## config.mk

```make
export PLATFORM = sky130hd
export DESIGN_NAME = rs232_frame_controller_flat
export DESIGN_NICKNAME = d
export VERILOG_FILES = /design/src/rtl/rs232_frame_controller_if.sv /design/src/rtl/rs232_frame_controller.sv /design/src/flat_wrapper.sv
export SDC_FILE = /design/constraint.sdc
export NUM_CORES = 1
export LEC_CHECK = 0
export CORE_MARGIN = 4
export CORE_UTILIZATION = 55
export CTS_BUF_LIST = sky130_fd_sc_hd__clkbuf_2
export CTS_CLUSTER_DIAMETER = 40
export CTS_CLUSTER_SIZE = 16
export DETAILED_ROUTE_END_ITERATION = 10
export PLACE_DENSITY = 0.78
export SETUP_SLACK_MARGIN = 0.4
export SYNTH_ARGS = -nofsm -noshare
export SYNTH_HDL_FRONTEND = slang
export SYNTH_SLANG_ARGS = --single-unit
```

## constraint.sdc

```tcl
create_clock -name clk -period 2.6 [get_ports clk]
set_clock_uncertainty 0.05 [all_clocks]
set_input_delay 0.78 -clock clk [delete_from_list [all_inputs] [get_ports clk]]
set_output_delay 0.78 -clock clk [all_outputs]
set_load 0.05 [all_outputs]
```

## src/rtl/rs232_frame_controller_if.sv

```systemverilog
// Handshake bundle between the RS232 frame controller, its receiver and the root calculator.
// master: the frame controller; slave: the receiver/calculator side driving it.
interface rs232_frame_controller_if #(
  parameter int unsigned OPERAND_BYTES = 2
);
  logic                       rx_data_ready;
  logic [7:0]                 rx_data;
  logic                       rx_error;
  logic                       calc_busy;
  logic                       calc_done;
  logic                       calc_start;
  logic [OPERAND_BYTES*8-1:0] operand;
  logic                       frame_error;
  logic [1:0]                 frame_error_code;
  logic [7:0]                 drop_count;
  logic                       ctrl_busy;

  modport master (
    input  rx_data_ready,
    input  rx_data,
    input  rx_error,
    input  calc_busy,
    input  calc_done,
    output calc_start,
    output operand,
    output frame_error,
    output frame_error_code,
    output drop_count,
    output ctrl_busy
  );

  modport slave (
    output rx_data_ready,
    output rx_data,
    output rx_error,
    output calc_busy,
    output calc_done,
    input  calc_start,
    input  operand,
    input  frame_error,
    input  frame_error_code,
    input  drop_count,
    input  ctrl_busy
  );
endinterface

```

## src/rtl/rs232_frame_controller.sv

```systemverilog
// Frames the RS232 byte stream into calculator operands: header, OPERAND_BYTES MSB first,
// optional XOR checksum byte (enabled by RS232_FRAME_CHECKSUM_EN), then a one-cycle launch.
module rs232_frame_controller #(
  parameter int unsigned OPERAND_BYTES  = 2,
  parameter logic [7:0]  HEADER_BYTE    = 8'h52,
  parameter int unsigned TIMEOUT_CYCLES = 156250
) (
  input logic                      clk,
  input logic                      rst_n,
  rs232_frame_controller_if.master bus_io
);

  localparam int unsigned   OpW      = OPERAND_BYTES * 8;
  localparam int unsigned   TmoW     = $clog2(TIMEOUT_CYCLES + 1);
  localparam logic [TmoW-1:0] TmoLast = TmoW'(TIMEOUT_CYCLES - 1);
  localparam logic [2:0]    LastByte = 3'(OPERAND_BYTES - 1);

  localparam logic [1:0] CodeTimeout  = 2'b01;
`ifdef RS232_FRAME_CHECKSUM_EN
  localparam logic [1:0] CodeChecksum = 2'b10;
`endif
  localparam logic [1:0] CodeRxError  = 2'b11;

  typedef enum logic [2:0] {
    StIdle,
    StCollect,
`ifdef RS232_FRAME_CHECKSUM_EN
    StCheck,
`endif
    StLaunch,
    StWaitCalc
  } state_e;

  state_e          state_q;
  logic            rdy_q;
  logic [OpW-1:0]  shift_q;
  logic [2:0]      cnt_q;
  logic [TmoW-1:0] tmo_q;
`ifdef RS232_FRAME_CHECKSUM_EN
  logic [7:0]      csum_q;
`endif
  logic [OpW-1:0]  operand_q;
  logic            calc_start_q;
  logic            frame_error_q;
  logic [1:0]      code_q;
  logic [7:0]      drop_q;
  logic            busy_q;

  logic byte_edge;
  logic accept;
  logic drop_zone;

  // A receiver error on the same edge as a new byte discards that byte.
  assign byte_edge = bus_io.rx_data_ready & ~rdy_q;
  assign accept    = byte_edge & ~bus_io.rx_error;
  assign drop_zone = (state_q == StLaunch) || (state_q == StWaitCalc);

  always_ff @(posedge clk or negedge rst_n) begin
    if (!rst_n) begin
      state_q       <= StIdle;
      rdy_q         <= 1'b0;
      shift_q       <= '0;
      cnt_q         <= '0;
      tmo_q         <= '0;
`ifdef RS232_FRAME_CHECKSUM_EN
      csum_q        <= '0;
`endif
      operand_q     <= '0;
      calc_start_q  <= 1'b0;
      frame_error_q <= 1'b0;
      code_q        <= '0;
      drop_q        <= '0;
      busy_q        <= 1'b0;
    end else begin
      rdy_q         <= bus_io.rx_data_ready;
      calc_start_q  <= 1'b0;
      frame_error_q <= 1'b0;

      if (accept && drop_zone && (drop_q != 8'hFF)) begin
        drop_q <= drop_q + 8'd1;
      end

      case (state_q)
        StIdle: begin
          if (accept && (bus_io.rx_data == HEADER_BYTE)) begin
            state_q <= StCollect;
            busy_q  <= 1'b1;
            cnt_q   <= '0;
            tmo_q   <= '0;
`ifdef RS232_FRAME_CHECKSUM_EN
            csum_q  <= HEADER_BYTE;
`endif
          end
        end

        StCollect: begin
          if (bus_io.rx_error) begin
            frame_error_q <= 1'b1;
            code_q        <= CodeRxError;
            state_q       <= StIdle;
            busy_q        <= 1'b0;
          end else if (accept) begin
            shift_q <= (shift_q << 8) | OpW'(bus_io.rx_data);
`ifdef RS232_FRAME_CHECKSUM_EN
            csum_q  <= csum_q ^ bus_io.rx_data;
`endif
            cnt_q   <= cnt_q + 3'd1;
            tmo_q   <= '0;
            if (cnt_q == LastByte) begin
`ifdef RS232_FRAME_CHECKSUM_EN
              state_q <= StCheck;
`else
              state_q <= StLaunch;
`endif
            end
          end else if (tmo_q == TmoLast) begin
            frame_error_q <= 1'b1;
            code_q        <= CodeTimeout;
            state_q       <= StIdle;
            busy_q        <= 1'b0;
          end else begin
            tmo_q <= tmo_q + TmoW'(1);
          end
        end

`ifdef RS232_FRAME_CHECKSUM_EN
        StCheck: begin
          if (bus_io.rx_error) begin
            frame_error_q <= 1'b1;
            code_q        <= CodeRxError;
            state_q       <= StIdle;
            busy_q        <= 1'b0;
          end else if (accept) begin
            tmo_q <= '0;
            if (bus_io.rx_data == csum_q) begin
              state_q <= StLaunch;
            end else begin
              frame_error_q <= 1'b1;
              code_q        <= CodeChecksum;
              state_q       <= StIdle;
              busy_q        <= 1'b0;
            end
          end else if (tmo_q == TmoLast) begin
            frame_error_q <= 1'b1;
            code_q        <= CodeTimeout;
            state_q       <= StIdle;
            busy_q        <= 1'b0;
          end else begin
            tmo_q <= tmo_q + TmoW'(1);
          end
        end
`endif

        StLaunch: begin
          if (!bus_io.calc_busy) begin
            operand_q    <= shift_q;
            calc_start_q <= 1'b1;
            state_q      <= StWaitCalc;
          end
        end

        StWaitCalc: begin
          if (bus_io.calc_done) begin
            state_q <= StIdle;
            busy_q  <= 1'b0;
          end
        end

        default: begin
          state_q <= StIdle;
          busy_q  <= 1'b0;
        end
      endcase
    end
  end

  assign bus_io.calc_start       = calc_start_q;
  assign bus_io.operand          = operand_q;
  assign bus_io.frame_error      = frame_error_q;
  assign bus_io.frame_error_code = code_q;
  assign bus_io.drop_count       = drop_q;
  assign bus_io.ctrl_busy        = busy_q;

endmodule
```

## src/flat_wrapper.sv

```systemverilog
// flat-port wrapper written by rule: the top's interface ports become plain ports
module rs232_frame_controller_flat 
#(
  parameter int unsigned OPERAND_BYTES  = 2,
  parameter logic [7:0]  HEADER_BYTE    = 8'h52,
  parameter int unsigned TIMEOUT_CYCLES = 156250
)
  (clk, rst_n, bus_io_rx_data_ready, bus_io_rx_data, bus_io_rx_error, bus_io_calc_busy, bus_io_calc_done, bus_io_calc_start, bus_io_operand, bus_io_frame_error, bus_io_frame_error_code, bus_io_drop_count, bus_io_ctrl_busy);
  rs232_frame_controller_if #(.OPERAND_BYTES(OPERAND_BYTES)) bus_io_i ();
  input logic clk;
  input logic rst_n;
  input wire logic [$bits(bus_io_i.rx_data_ready)-1:0] bus_io_rx_data_ready;
  input wire logic [$bits(bus_io_i.rx_data)-1:0] bus_io_rx_data;
  input wire logic [$bits(bus_io_i.rx_error)-1:0] bus_io_rx_error;
  input wire logic [$bits(bus_io_i.calc_busy)-1:0] bus_io_calc_busy;
  input wire logic [$bits(bus_io_i.calc_done)-1:0] bus_io_calc_done;
  output wire logic [$bits(bus_io_i.calc_start)-1:0] bus_io_calc_start;
  output wire logic [$bits(bus_io_i.operand)-1:0] bus_io_operand;
  output wire logic [$bits(bus_io_i.frame_error)-1:0] bus_io_frame_error;
  output wire logic [$bits(bus_io_i.frame_error_code)-1:0] bus_io_frame_error_code;
  output wire logic [$bits(bus_io_i.drop_count)-1:0] bus_io_drop_count;
  output wire logic [$bits(bus_io_i.ctrl_busy)-1:0] bus_io_ctrl_busy;
  assign bus_io_i.rx_data_ready = bus_io_rx_data_ready;
  assign bus_io_i.rx_data = bus_io_rx_data;
  assign bus_io_i.rx_error = bus_io_rx_error;
  assign bus_io_i.calc_busy = bus_io_calc_busy;
  assign bus_io_i.calc_done = bus_io_calc_done;
  assign bus_io_calc_start = bus_io_i.calc_start;
  assign bus_io_operand = bus_io_i.operand;
  assign bus_io_frame_error = bus_io_i.frame_error;
  assign bus_io_frame_error_code = bus_io_i.frame_error_code;
  assign bus_io_drop_count = bus_io_i.drop_count;
  assign bus_io_ctrl_busy = bus_io_i.ctrl_busy;
  rs232_frame_controller #(.OPERAND_BYTES(OPERAND_BYTES), .HEADER_BYTE(HEADER_BYTE), .TIMEOUT_CYCLES(TIMEOUT_CYCLES)) u_core (.clk(clk), .rst_n(rst_n), .bus_io(bus_io_i));
endmodule
```

Figure 1. A small window of the routed layout.
Window x 9 to 34, y 51 to 76 um. Cells in gray, sequential cells in the stronger gray; small squares are vias.
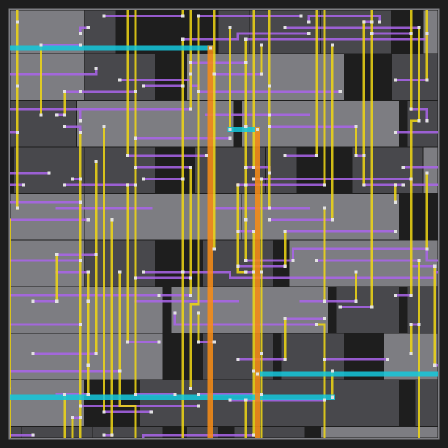
[yellow] metal 2
[orange] metal 4
[cyan] metal 3
[purple] metal 1
most frequent: mux2_2 (12), dfrtp_1 (9)
netlist names of flops here include: u_core.shift_q (5), u_core.bus_io.operand (4)
cells with their middle in the window: 28
sequential cells in the window: 9

Figure 2. Met1 routing.
(6 px per um)
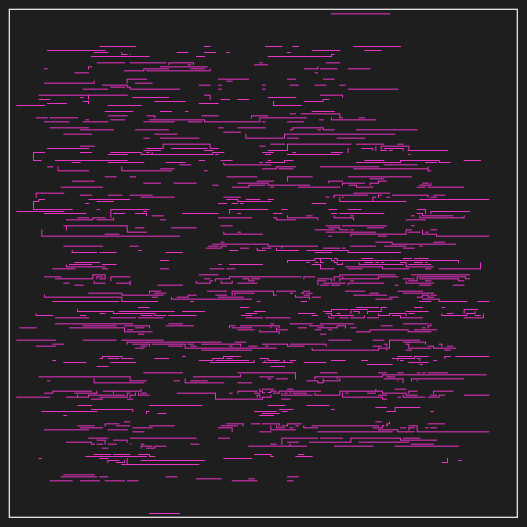
main direction: horizontal
wire length on this layer: 2790 um
nets with wire on the layer: 313
routed vias: 2250
met1 Usage GRT: 0.2628

Figure 3. Cell classes on the final placement.
(4 px per um)
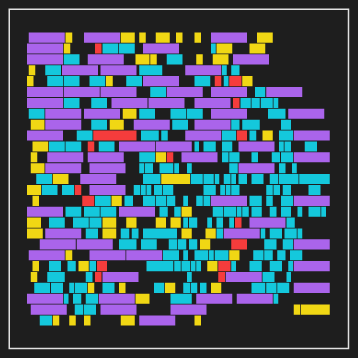
[yellow] other buffers and delay cells | cells: 60
[red] clock drivers and dummy loads | cells: 16
[cyan] combinational and other logic | cells: 186
[purple] flops | cells: 69
post-route cell area: 0.003869 mm2
Seq area share: 0.4463
post-layout util: 0.6941
number of placement rows: 27

Figure 4. Routing congestion.
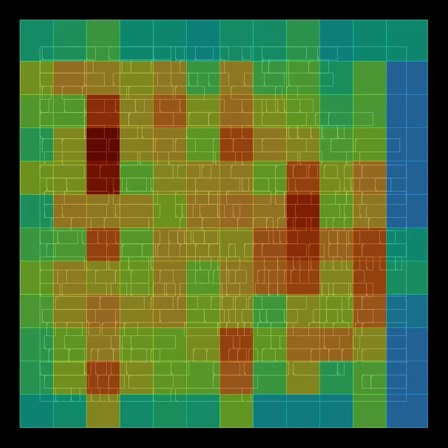
gr busiest metal: met2
met2 Usage GRT: 0.3178
total global-route track usage: 0.2017
M3 GR Usage: 0.05299

Figure 5. Cells by drive strength.
(4 px per um)
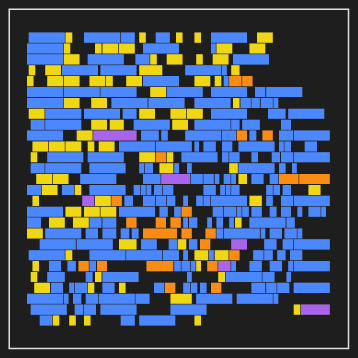
[blue] _0 and _1 cells | cells: 217 | share: 66%
[orange] _3 and _4 cells | cells: 23 | share: 6.9%
[yellow] _2 cells | cells: 85 | share: 26%
[purple] _6 and larger | cells: 6 | share: 1.8%
area grow syn2layout: 20.40%
Buffers, non-clock: 60
Final WS setup: 0.4658 ns

==> impl_metrics.toml <==
# synthesis and place-and-route metrics
[floorplanning]
die_x_um = 84.43
coreArea_mm2 = 0.005574
fp_util = 0.5764
pin_count = 43

[detailed_routing]
ant_nets = 0
wl_per_cell_um = 16.18
drc = 0
met1Wirelength_mm = 2.794

[power_and_ir_drop]
ir_drop_mv = 0.7303

[synthesis]
xor_area_frac = 0.05179
mux_area_frac = 0.1192
yosysTopAreaCellShare = 0.5374
yosysWarnings = 0
synth-adder-area-share = 0.01947
ys_seq_frac = 0.5374
ys_sh_simple = 0.1830
floorplan.nets = 281
ys_types = 56
synth_chip_area_mm2 = 0.003213
netlist_area_mm2 = 0.003213
topCombFamilyByArea = "simple AND/OR/NAND/NOR gates"

[outcome]
status = "finished, final reports clean"

[sta]
fin_crit_sh = 0.8208
rsz0062_at_grt = "no"

[min_path]
hold_class = "in2async"

[clock_tree]
cts_resized = 98
cts_tree = "done"
cts_made_buffers = 9
cts-root-buf = "clkbuf_2"

[finish]
drive_gt1_frac = 0.3444
regMostFlops = "u_core.tmo_q"
final_common_cell = "dfrtp_1"

[critical_path]
critPathKind = "in2reg"
crit_required_ns = 2.98
startpoint_type = "input pin"
cp.arrival_ns = 2.51
cp-end-kind = "register"

[placement]
post-place-ws_ns = -0.1025
==> cell usage after synthesis (3+ instances only) <==
library cell and n:
xor2_1 8, xnor2_1 11, buf_2 3, nor3b_1 4, o21ai_0 7, nand4_1 4
a21oi_1 5, nand2_1 15, nor2b_1 4, dfrtp_1 69, and3_1 5, or3_1 3
nor3_1 5, ha_1 5, mux2_2 33, o211ai_1 4, o2111ai_1 3, nand3_1 8
nor2_1 18
==> power breakdown <==
part	internal (W)	switching [W]
combinational	0.000473	0.000755
sequential	0.00137	0.000250
clock	0.000237	0.000425
==> final cells by class <==
type                    instances  area (um2)  area share
clock buffers                   9       45.04     0.01164
well taps                      72       90.09     0.02329
inverters                       3       11.26    0.002911
repair buffers                 60       479.2      0.1239
clock inverters                 7       82.58     0.02135
flip-flops and latches         69        1727      0.4463
multi-input cells             183        1434      0.3706
Power and IR drop assume default switching activity.
